Figure 1. Cell placement.
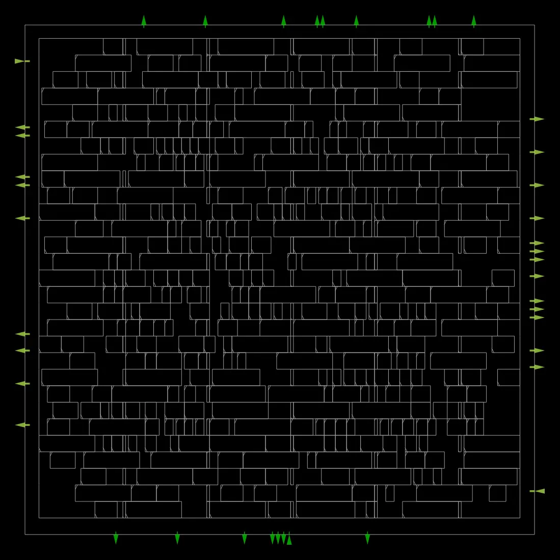
Figure 2. Port wiring.
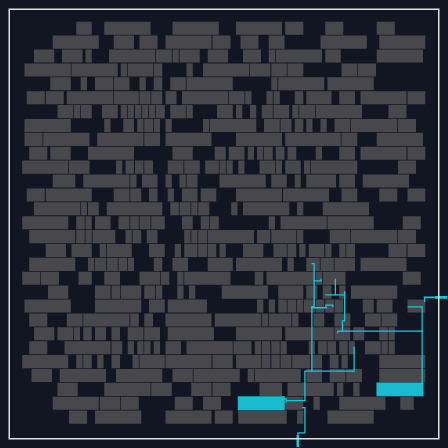
Figure 3. Cells coloured by class.
Fill, decap, tap and diode cells in grey.
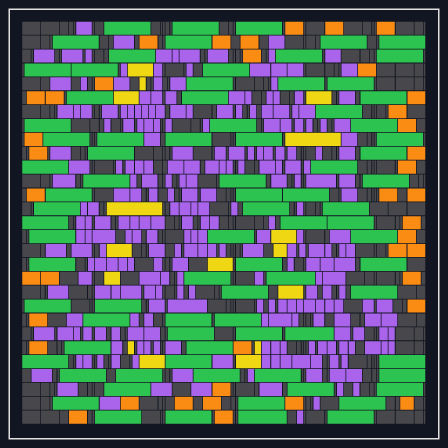
<file path="config.mk">
export PLATFORM = sky130hd
export DESIGN_NAME = hall_tick_conditioner
export DESIGN_NICKNAME = d
export VERILOG_FILES = /design/src/rtl/hall_tick_conditioner.sv
export SDC_FILE = /design/constraint.sdc
export NUM_CORES = 1
export LEC_CHECK = 0
export CAP_MARGIN = 5
export CORE_MARGIN = 2
export CORE_UTILIZATION = 60
export CTS_CLUSTER_DIAMETER = 50
export DETAILED_ROUTE_END_ITERATION = 16
export PLACE_DENSITY_LB_ADDON = 0.1
export SLEW_MARGIN = 15
export SYNTH_ARGS = -nofsm -noshare
export SYNTH_HDL_FRONTEND = slang
export SYNTH_SLANG_ARGS = --single-unit
</file>
<file path="constraint.sdc">
create_clock -name clk -period 4.9 [get_ports clk]
set_clock_uncertainty 0.15 [all_clocks]
set_input_delay 0.735 -clock clk [delete_from_list [all_inputs] [get_ports clk]]
set_output_delay 0.735 -clock clk [all_outputs]
set_load 0.05 [all_outputs]
</file>
<file path="src/rtl/hall_tick_conditioner.sv">
// hall_tick_conditioner
//   Turns the raw hall-effect sensor (one magnet pass per rotor turn) into a
//   clean one-cycle turn_tick for angle_computer. The input is synchronised,
//   both edges are debounced, assertions that arrive sooner than
//   MIN_PERIOD_CYCLES after the previous accepted tick are rejected, the turn
//   period is measured in clk cycles, and a stalled rotor is flagged.
//
// Ports
//   clk           system clock
//   rst           asynchronous reset, active-low
//   hall_n        raw sensor pin, asynchronous; 0 = magnet present
//   turn_tick     one-cycle pulse per accepted turn
//   tick_rejected one-cycle pulse when a confirmed assertion comes too early
//   period        cycles between the last two accepted ticks
//   period_valid  period holds a measurement not interrupted by a stall
//   stalled       no accepted tick for STALL_CYCLES cycles, or none since reset
//   dbg_state     current debounce state (RELEASED/ARMING/ENGAGED/DISARMING)
//
// Output semantics: turn_tick and tick_rejected are single-cycle strobes with
// no back-pressure; a consumer must sample them every cycle. They are never
// high together. period/period_valid/stalled are levels that only change in
// the cycle a strobe or a stall is reported.

module hall_tick_conditioner #(
    parameter int SYNC_STAGES       = 2,
    parameter int DEBOUNCE_CYCLES   = 1000,
    parameter int MIN_PERIOD_CYCLES = 50000,
    parameter int STALL_CYCLES      = 5000000,
    parameter int COUNTER_WIDTH     = 32
) (
    input  logic                     clk,
    input  logic                     rst,
    input  logic                     hall_n,
    output logic                     turn_tick,
    output logic                     tick_rejected,
    output logic [COUNTER_WIDTH-1:0] period,
    output logic                     period_valid,
    output logic                     stalled,
    output logic [1:0]               dbg_state
);

    typedef enum logic [1:0] {
        RELEASED  = 2'd0,
        ARMING    = 2'd1,
        ENGAGED   = 2'd2,
        DISARMING = 2'd3
    } state_t;

    // The cycle that leaves RELEASED/ENGAGED already counts as the first
    // stable sample, so the ARMING/DISARMING counter only needs to reach
    // DEBOUNCE_CYCLES-2. With DEBOUNCE_CYCLES=1 the intermediate state still
    // lasts one cycle.
    localparam int DEB_W      = (DEBOUNCE_CYCLES > 2) ? $clog2(DEBOUNCE_CYCLES) : 1;
    localparam int DEB_LAST_I = (DEBOUNCE_CYCLES >= 2) ? DEBOUNCE_CYCLES - 2 : 0;
    localparam logic [DEB_W-1:0]         DEB_LAST = DEB_W'(DEB_LAST_I);
    localparam logic [COUNTER_WIDTH-1:0] MIN_C    = COUNTER_WIDTH'(MIN_PERIOD_CYCLES);
    localparam logic [COUNTER_WIDTH-1:0] STALL_C  = COUNTER_WIDTH'(STALL_CYCLES);
    localparam logic [COUNTER_WIDTH-1:0] CNT_MAX  = '1;

    logic [SYNC_STAGES-1:0]   sync_q;
    logic                     s;
    state_t                   state_q, state_d;
    logic [DEB_W-1:0]         deb_q, deb_d;
    logic                     confirm;
    logic [COUNTER_WIDTH-1:0] cnt_q;
    logic                     first_q;
    logic                     stall_hit;

    // Synchroniser: resets to the idle (no magnet) level.
    always_ff @(posedge clk or negedge rst) begin
        if (!rst) begin
            sync_q <= '1;
        end else begin
            sync_q <= {sync_q[SYNC_STAGES-2:0], hall_n};
        end
    end

    assign s = sync_q[SYNC_STAGES-1];

    // Debounce FSM state register.
    always_ff @(posedge clk or negedge rst) begin
        if (!rst) begin
            state_q <= RELEASED;
            deb_q   <= '0;
        end else begin
            state_q <= state_d;
            deb_q   <= deb_d;
        end
    end

    // Debounce FSM next state. confirm marks the ARMING->ENGAGED step, which
    // is the only place a turn is evaluated.
    always_comb begin
        state_d = state_q;
        deb_d   = deb_q;
        confirm = 1'b0;
        case (state_q)
            RELEASED: begin
                if (!s) begin
                    state_d = ARMING;
                    deb_d   = '0;
                end
            end
            ARMING: begin
                if (s) begin
                    state_d = RELEASED;
                end else if (deb_q == DEB_LAST) begin
                    state_d = ENGAGED;
                    confirm = 1'b1;
                end else begin
                    deb_d = deb_q + DEB_W'(1);
                end
            end
            ENGAGED: begin
                if (s) begin
                    state_d = DISARMING;
                    deb_d   = '0;
                end
            end
            DISARMING: begin
                if (!s) begin
                    state_d = ENGAGED;
                end else if (deb_q == DEB_LAST) begin
                    state_d = RELEASED;
                end else begin
                    deb_d = deb_q + DEB_W'(1);
                end
            end
            default: begin
                state_d = RELEASED;
            end
        endcase
    end

    assign dbg_state = state_q;

    // A stall can only be declared once a tick has been seen since the last
    // reset or stall; first_q=1 means the next confirmation starts afresh.
    assign stall_hit = !first_q && (cnt_q == STALL_C);

    always_ff @(posedge clk or negedge rst) begin
        if (!rst) begin
            cnt_q         <= '0;
            first_q       <= 1'b1;
            period        <= '0;
            period_valid  <= 1'b0;
            stalled       <= 1'b1;
            turn_tick     <= 1'b0;
            tick_rejected <= 1'b0;
        end else begin
            turn_tick     <= 1'b0;
            tick_rejected <= 1'b0;
            cnt_q         <= (cnt_q == CNT_MAX) ? cnt_q : cnt_q + COUNTER_WIDTH'(1);
            if (confirm) begin
                if (first_q || stall_hit) begin
                    // Start of a new measurement run; a stall landing in the
                    // same cycle still invalidates the old period.
                    turn_tick <= 1'b1;
                    cnt_q     <= COUNTER_WIDTH'(1);
                    first_q   <= 1'b0;
                    stalled   <= 1'b0;
                    if (stall_hit) begin
                        period_valid <= 1'b0;
                    end
                end else if (cnt_q >= MIN_C) begin
                    turn_tick    <= 1'b1;
                    period       <= cnt_q;
                    period_valid <= 1'b1;
                    cnt_q        <= COUNTER_WIDTH'(1);
                end else begin
                    tick_rejected <= 1'b1;
                end
            end else if (stall_hit) begin
                stalled      <= 1'b1;
                period_valid <= 1'b0;
                first_q      <= 1'b1;
            end
        end
    end

endmodule

</file>
==> impl_report.txt <==
IMPLEMENTATION SUMMARY REPORT
----------------------------------------------------
[Outcome]
  Result of the run ........................ completed

[Finish]
  Share of final-layout standard cells stronger than drive strength 1 ........................ 0.0569
  Area growth syn-to-layout ........................ 16.9%
  Number of diodes ........................ 0
  Layout fillers ........................ 483
  Post-Route Utilization ........................ 0.716
  Post-layout nets ........................ 406
  Final standard cell count with taps included and fillers excluded ........................ 481

[CTS]
  Clk ins delay skew pair ........................ 350 ps
  # clock sinks ........................ 82
  Number of buffers inserted during clock tree synthesis ........................ 9
  CTS tree ........................ done
  Number of hold-repair buffers added at the cts stage ........................ 0
  Number of post-CTS setup repair buffers ........................ 0
  Root buffer selected by CTS ........................ sky130_fd_sc_hd__clkbuf_8
  Longest Clk Path Bufs ........................ 2
  CTS-repair resized insts ........................ 0
  Number of H-tree levels ........................ 3
  Clock slew at reported path FFs ........................ 80 ps

[Power]
  Highest ir drop seen on vdd ........................ 0.181 mV
  Internal portion of total power ........................ 977 uW
  NetSw ........................ 263 uW
  Power in combinational cells ........................ 28.1 uW
  Power in sequential cells ........................ 688 uW
  Power density over cell area ........................ 278 nW/um^2
  Static Leakage ........................ 1.94 nW
  Fraction of power spent switching nets ........................ 0.212
  Part of the power in registers ........................ 0.555
  Clock Power Share ........................ 0.423
  Comb power frac ........................ 0.023
  Heaviest power group ........................ registers
  Clock group total power ........................ 524 uW
  Post-layout power ........................ 1.24 mW

[Setup path]
  Endpoint of the worst register-to-register path ........................ period[1]
  Maximum fanout encountered on the critical timing path ........................ 32
  Critical path launch point ........................ deb_q[0]
  Gate family responsible for the most delay along the worst path ........................ simple AND/OR/NAND/NOR gates
  Startpoint of the most critical register-to-register path ........................ deb_q[0]
  Chain of cells forming the critical path ........................ inv_1 > ha_1 > nand2_1 > nor3_1 > nand3_1 > nor4_2 > o21ai_4 > mux2_1
  Worst reg2reg path depth ........................ 8
  Critical path endpoint category ........................ flip-flop
  Number of buffer and inverter instances along the worst setup path ........................ 1
  Reg-to-reg slack, setup ........................ 1830 ps
  Maximum cell stage delay along the critical path ........................ 800 ps
  Number of cells on the critical path ........................ 8
  Critical Path AT ........................ 3160 ps
  Data required time of the worst path ........................ 4980 ps
  Startpoint Class ........................ flip-flop
  Worst-path cell with the longest stage delay ........................ sky130_fd_sc_hd__nor4_2
  CP endpoint ........................ period[1]
  Type of the worst setup path ........................ reg2reg

[Timing]
  Slew Limit Headroom ........................ 0.295
  Final number of hold-violating endpoints ........................ 0
  Final tally of setup violations ........................ 0
  Maximum frequency from static timing analysis ........................ 325 MHz
  Period utilisation layout ........................ 0.627
  Worst-Margin Slew ........................ 1050 ps
  Minimum clock period ........................ 3070 ps
  Final setup TNS ........................ 0 ps
  Max Transition Viols Final ........................ 0
  Setup repair after global routing missed its margin ........................ no
  Final worst hold slack ........................ 218 ps
  Least setup slack across all paths after layout ........................ 1830 ps

[Synth]
  Xor and xnor fraction of the mapped netlist area ........................ 0.0779
  Async set-reset flop share out of synthesis ........................ 1.00
  Top post-synthesis cells by area ........................ sky130_fd_sc_hd__dfrtp_1 (52%), sky130_fd_sc_hd__mux2_1 (6.8%), sky130_fd_sc_hd__nor2_1 (5.7%)
  Total nets after synthesis ........................ 368
  Count of mapped cells out of synthesis ........................ 361
  Main flop type after synthesis ........................ sky130_fd_sc_hd__dfrtp_1
  Fraction of the yosys area taken by sequential cells ........................ 0.538
  Yosys synthesis warning count ........................ 0
  Largest family of logic cells by area ........................ simple AND/OR/NAND/NOR gates
  Number of enable flip-flop cells ........................ 0
  Synth unique cells ........................ 42
  Ys flops ........................ 82
  Yosys cell count ........................ 361
  Area of the mapped netlist ........................ 3820 sq um
  Post-synthesis share of cell area spent on full adders, half adders and majority gates ........................ 0.0131
  Share of Yosys cell area claimed by the top area cell type ........................ 0.517
  Area figure in the yosys stat output ........................ 3820 sq um
  Most frequently used cell type in the post-synthesis netlist ........................ sky130_fd_sc_hd__dfrtp_1
  Leading area contributor after synthesis ........................ sky130_fd_sc_hd__dfrtp_1
  And-or/or-and share of the synthesized area ........................ 0.0632
  Average footprint of a synthesized cell ........................ 10.6 sq um
  Area fraction in and, or, nand and nor cells ........................ 0.215
  Mux cell area share after synthesis ........................ 0.0678
  Top cells by instance count after synthesis ........................ sky130_fd_sc_hd__dfrtp_1 (79), sky130_fd_sc_hd__nor2_1 (58), sky130_fd_sc_hd__nand2_1 (25), sky130_fd_sc_hd__mux2_1 (23), sky130_fd_sc_hd__nand3_1 (20)

[Route]
  First-iteration detailed-routing DRC count ........................ 207
  Routed length on met3 ........................ 327 microns
  Wire length on met2 ........................ 3480 microns
  DR vias ........................ 2,811
  Pre-Repair DR Iteration Count ........................ 5
  Highest routed metal layer ........................ met4
  Tally of nets with antenna violations remaining after routing ........................ 0
  Post-DR wirelength/cell ........................ 15.5 microns
  DRC violations left ........................ 0
  Vias per std cell ........................ 5.84
  Aggregate routed wire length ........................ 7470 microns
  M1 WL ........................ 3540 microns

[Global route]
  First-pass GRT wire length ........................ 13,000 microns
  Maximum number of pins on one net before global-route repair ........................ 83
  Remaining Overflow, GRT ........................ 0
  Number of antenna violations at the first check in global routing ........................ 0
  Via count of the first global-routing pass ........................ 2,708
  Total track usage ........................ 0.233

[Min path]
  Worst min path class ........................ reg2reg
  Hold wc startpoint ........................ sync_q[0]
  Worst hold stages ........................ 0
  End point of the most critical hold path ........................ sync_q[1]

[Job]
  Number of warning messages in the logs ........................ 28
  Max cap viols ........................ 0

[Floorplan]
  Floorplan-stage core utilization ........................ 0.612
  Die Wd ........................ 83.8 microns
  Die span in y ........................ 83.8 microns
  Total Die Area ........................ 7020 sq um

[Placed design]
  Final Wtd Congestion ........................ 0.912
  Number of cells after detailed placement ........................ 465
  Post-detailed-placement cell area ........................ 4260 sq um
  Pre-CTS worst setup slack ........................ 1820 ps
  Detailed placement HPWL ........................ 5020 microns

----------------------------------------------------
Back to the opening pictures, Figure 1:
standard-cell rows: 29
inserted tap cell count: 77
Flops: 82

Back to the opening pictures, Figure 2:
Key: cyan = dbg_state [bits 2, direction output, end cells 2, buffers 2, wire 115 microns]
top-level port count: 41
I/O Buffers: 40

Back to the opening pictures, Figure 3:
Key: yellow = clock drivers and dummy loads [cells 16, share of their area 4.8%]; green = flops [cells 82, share of their area 47%]; purple = combinational and other logic [cells 266, share of their area 39%]; orange = other buffers and delay cells [cells 40, share of their area 9.1%]
floorplan core area: 6240 sq um
fraction of area in registers: 0.460
fin area: 4470 sq um

==> flip-flops by register name, summed over array words and instances (netlist names), named ones only <==
signal,cells
turn_tick,1
tick_rejected,1
first_q,1
dbg_state,1
sync_q,2
deb_q,10
period,32
cnt_q,32
==> cell type report <==
| cell class | instances | area [sq um] | share of cell area |
|---|---|---|---|
| multi-input combinational | 258 | 1680 | 0.375 |
| inverter | 8 | 30.0 | 0.00672 |
| sequential | 82 | 2060 | 0.460 |
| timing repair buffer | 40 | 398 | 0.0891 |
| clock buffer | 12 | 135 | 0.0302 |
| tap | 77 | 96.3 | 0.0216 |
| clock inverter | 4 | 76.3 | 0.0171 |
==> layout by cell type, fill, tap and decap left out, types with 3 or more instances in the layout <==
master,instances
sky130_fd_sc_hd__nor4_1,4
sky130_fd_sc_hd__nand2_1,25
sky130_fd_sc_hd__nand3_1,20
sky130_fd_sc_hd__and4_1,6
sky130_fd_sc_hd__inv_1,8
sky130_fd_sc_hd__clkbuf_1,3
sky130_fd_sc_hd__clkbuf_8,9
sky130_fd_sc_hd__o21ai_0,9
sky130_fd_sc_hd__nand4_1,16
sky130_fd_sc_hd__ha_1,4
sky130_fd_sc_hd__a21oi_1,8
sky130_fd_sc_hd__or3_1,3
sky130_fd_sc_hd__nor2_1,58
sky130_fd_sc_hd__dfstp_2,3
sky130_fd_sc_hd__xor2_1,16
sky130_fd_sc_hd__xnor2_1,18
sky130_fd_sc_hd__dfrtp_1,79
sky130_fd_sc_hd__mux2_1,23
sky130_fd_sc_hd__a22o_1,9
sky130_fd_sc_hd__nor3_1,12
sky130_fd_sc_hd__clkdlybuf4s50_1,39
==> per-layer routing <==
layer | vias up | global-route usage
met3 | 10 | 0.0643
met5 | - | 0
met2 | 74 | 0.359
li1 | 1346 | -
met4 | 0 | 0.0865
met1 | 1381 | 0.320
Power is estimated from default activity; no workload was simulated.
